==> images/registers.png <==
Scale: 6 px per um. Other sequential cells in the stronger gray, the rest of the logic in the fainter gray.
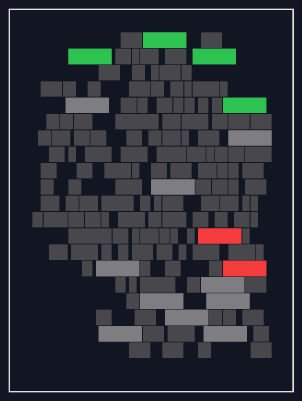
==> images/met2.png <==
Scale: 6 px per um.
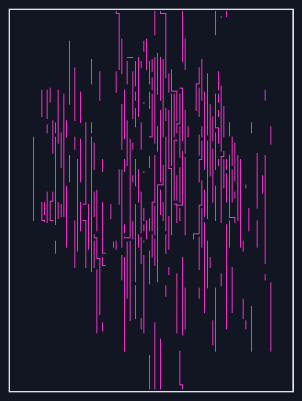
[config.mk]
export PLATFORM = sky130hd
export DESIGN_NAME = game_countdown_timer
export DESIGN_NICKNAME = d
export VERILOG_FILES = /design/src/rtl/eatup_pkg.sv /design/src/rtl/rising_edge_detect.sv /design/src/rtl/game_countdown_timer.sv
export SDC_FILE = /design/constraint.sdc
export NUM_CORES = 1
export LEC_CHECK = 0
export CAP_MARGIN = 10
export CORE_ASPECT_RATIO = 1.4
export CORE_MARGIN = 3
export CORE_UTILIZATION = 47
export DETAILED_ROUTE_END_ITERATION = 8
export PLACE_DENSITY = 0.84
export SKIP_LAST_GASP = 1
export SLEW_MARGIN = 20
export SYNTH_ARGS = -nofsm -noshare
export SYNTH_HDL_FRONTEND = slang
export SYNTH_SLANG_ARGS = --single-unit
[constraint.sdc]
create_clock -name clk -period 3.59 [get_ports clk]
set_input_delay 1.077 -clock clk [delete_from_list [all_inputs] [get_ports clk]]
set_output_delay 1.077 -clock clk [all_outputs]
set_load 0.03 [all_outputs]
[src/rtl/eatup_pkg.sv]
// rtl/eatup_pkg.sv - shared state encoding and BCD helpers for the EatUp game blocks
package eatup_pkg;

  localparam int BCD_W = 4;

  typedef enum logic [1:0] {
    ST_IDLE   = 2'd0,
    ST_RUN    = 2'd1,
    ST_PAUSED = 2'd2,
    ST_DONE   = 2'd3
  } state_e;

  // Values above 99 wrap modulo 100 so the result always fits two digits.
  function automatic logic [2*BCD_W-1:0] to_bcd(input int unsigned value);
    int unsigned v;
    v = value % 100;
    to_bcd = {4'(v / 10), 4'(v % 10)};
  endfunction

endpackage

[src/rtl/rising_edge_detect.sv]
// rtl/rising_edge_detect.sv - registered one-cycle pulse on each 0->1 transition of in
module rising_edge_detect (
  input  logic clk,
  input  logic rst,
  input  logic in,
  output logic pulse
);

  logic prev_q;
  logic pulse_q;

  always_ff @(posedge clk) begin
    if (rst) begin
      prev_q  <= 1'b0;
      pulse_q <= 1'b0;
    end else begin
      prev_q  <= in;
      pulse_q <= in & ~prev_q;
    end
  end

  assign pulse = pulse_q;

endmodule

[src/rtl/game_countdown_timer.sv]
// rtl/game_countdown_timer.sv - two-digit BCD round timer driven by the 1-second divider output
module game_countdown_timer
  import eatup_pkg::*;
#(
  parameter int unsigned START_SECONDS = 60,
  parameter int unsigned WARN_SECONDS  = 10
) (
  input  logic             clk,
  input  logic             rst,
  input  logic             tick_in,
  input  logic             start,
  input  logic             pause,
  output logic [BCD_W-1:0] secs_tens,
  output logic [BCD_W-1:0] secs_ones,
  output logic             running,
  output logic             low_time,
  output logic             expired,
  output logic             time_up
);

  localparam logic [2*BCD_W-1:0] START_BCD  = to_bcd(START_SECONDS);
  localparam logic [6:0]         WARN_BIN   = 7'(WARN_SECONDS);
  localparam logic               START_ZERO = (START_SECONDS == 0);

  logic             tick_edge;
  state_e           state_q, state_d;
  logic [BCD_W-1:0] tens_q, tens_d;
  logic [BCD_W-1:0] ones_q, ones_d;
  logic             expired_q, expired_d;
  logic             running_q, low_q, time_up_q;
  logic [6:0]       remain_d;
  logic             low_d;

  rising_edge_detect u_tick_edge (
    .clk   (clk),
    .rst   (rst),
    .in    (tick_in),
    .pulse (tick_edge)
  );

  always_comb begin
    state_d   = state_q;
    tens_d    = tens_q;
    ones_d    = ones_q;
    expired_d = 1'b0;
    if (start) begin
      tens_d = START_BCD[2*BCD_W-1:BCD_W];
      ones_d = START_BCD[BCD_W-1:0];
      if (START_ZERO) begin
        state_d   = ST_DONE;
        expired_d = 1'b1;
      end else begin
        state_d = ST_RUN;
      end
    end else begin
      case (state_q)
        ST_RUN: begin
          if (tick_edge) begin
            if (ones_q == 4'd0) begin
              ones_d = 4'd9;
              tens_d = tens_q - 4'd1;
            end else begin
              ones_d = ones_q - 4'd1;
            end
          end
          // Reaching 00 takes precedence over a coincident pause.
          if (tick_edge && tens_q == 4'd0 && ones_q == 4'd1) begin
            state_d   = ST_DONE;
            expired_d = 1'b1;
          end else if (pause) begin
            state_d = ST_PAUSED;
          end
        end
        ST_PAUSED: begin
          if (pause) state_d = ST_RUN;
        end
        default: ;
      endcase
    end
  end

  // Flags are registered from next-state values so they line up with the digits.
  always_comb begin
    remain_d = 7'({3'b000, tens_d} * 7'd10) + {3'b000, ones_d};
    low_d    = (state_d == ST_RUN || state_d == ST_PAUSED) &&
               (remain_d != 7'd0) && (remain_d <= WARN_BIN);
  end

  always_ff @(posedge clk) begin
    if (rst) begin
      state_q   <= ST_IDLE;
      tens_q    <= START_BCD[2*BCD_W-1:BCD_W];
      ones_q    <= START_BCD[BCD_W-1:0];
      expired_q <= 1'b0;
      running_q <= 1'b0;
      low_q     <= 1'b0;
      time_up_q <= 1'b0;
    end else begin
      state_q   <= state_d;
      tens_q    <= tens_d;
      ones_q    <= ones_d;
      expired_q <= expired_d;
      running_q <= (state_d == ST_RUN);
      low_q     <= low_d;
      time_up_q <= (state_d == ST_DONE);
    end
  end

  assign secs_tens = tens_q;
  assign secs_ones = ones_q;
  assign running   = running_q;
  assign low_time  = low_q;
  assign expired   = expired_q;
  assign time_up   = time_up_q;

endmodule
==> impl_metrics.tcl <==
# metrics dict for downstream scripts
set metrics [dict create \
    synth-seq-cells 16 \
    ys_sh_mux_pct 0.902 \
    dp_hpwl_um 1970 \
    synth-xor-area-share_pct 3.95 \
    crit_buf_inv 2 \
    clk-power_mw 0.123 \
    edf_count 0 \
    outcome "complete, no violations" \
    comb_power_share_pct 15.4 \
    crit_chain "clkdlybuf4s50_1 -> a211o_1 -> ha_1 -> ha_1 -> fa_1 -> buf_4 -> a21oi_1 -> o221ai_1 -> a211o_1 -> nand3_2" \
    layout_top_cells "dfxtp_1, clkdlybuf4s50_1, ha_1, buf_4, nor2_1" \
    ant_nets 0 \
    yosys-top-cells-area "dfxtp_1, ha_1, nor2b_1, fa_1, nor2_1" \
    cts_tree "yes" \
    grtUsageMet1_pct 23.6 \
    synth_top_cell_by_count "dfxtp_1" \
    rsz0062_at_grt "no" \
    instances_no_fill 173 \
    cts_sinks 16 \
    cts_resized 0 \
    grt.total_usage_pct 19.5 \
    critPathCaptureType "register" \
    fin_nets 171 \
    cts_setup_buffers 0 \
    fp_util_pct 50.4 \
    drive_above_1_share_pct 15.9 \
    fp.dieH_um 63.5 \
    crit_family "adder cells" \
    worstPathArrival_ns 3.69 \
    p_comb_mw 0.0560 \
    firstDrtPassIters 4 \
    hold_depth 1 \
    worst-r2r-setup-slack_ns 0.23 \
]
-- registers.png (at the start) --
color	name in the netlist	flops
red	`state_q`	2
green	`secs_tens`	4

-- met2.png (at the start) --
main direction	vertical
share of all routed wire	53%
wire length on this layer	1330 um

-- metrics by stage --
stage | setup slack, ns | cell area [um^2] | hold slack [ns] | setup TNS [ns]
floorplan | 0.0606 | 1110 | 0.367 | 0
global placement | -0.0971 | 1370 | 0.373 | -0.0971
detailed placement | -0.137 | 1370 | 0.383 | -0.137
CTS | 0.134 | 1400 | 0.400 | 0
global route | 0.0306 | 1400 | 0.425 | 0
finish | 0.150 | 1400 | 0.394 | 0
-- layout make-up --
| class | instances | area (um^2) |
|---|---|---|
| fill | 196 | 798 |
| multi-input combinational | 97 | 751 |
| tap | 22 | 27.5 |
| timing repair buffer | 27 | 243 |
| clock buffer | 4 | 36.3 |
| sequential | 16 | 320 |
| inverter | 7 | 26.3 |
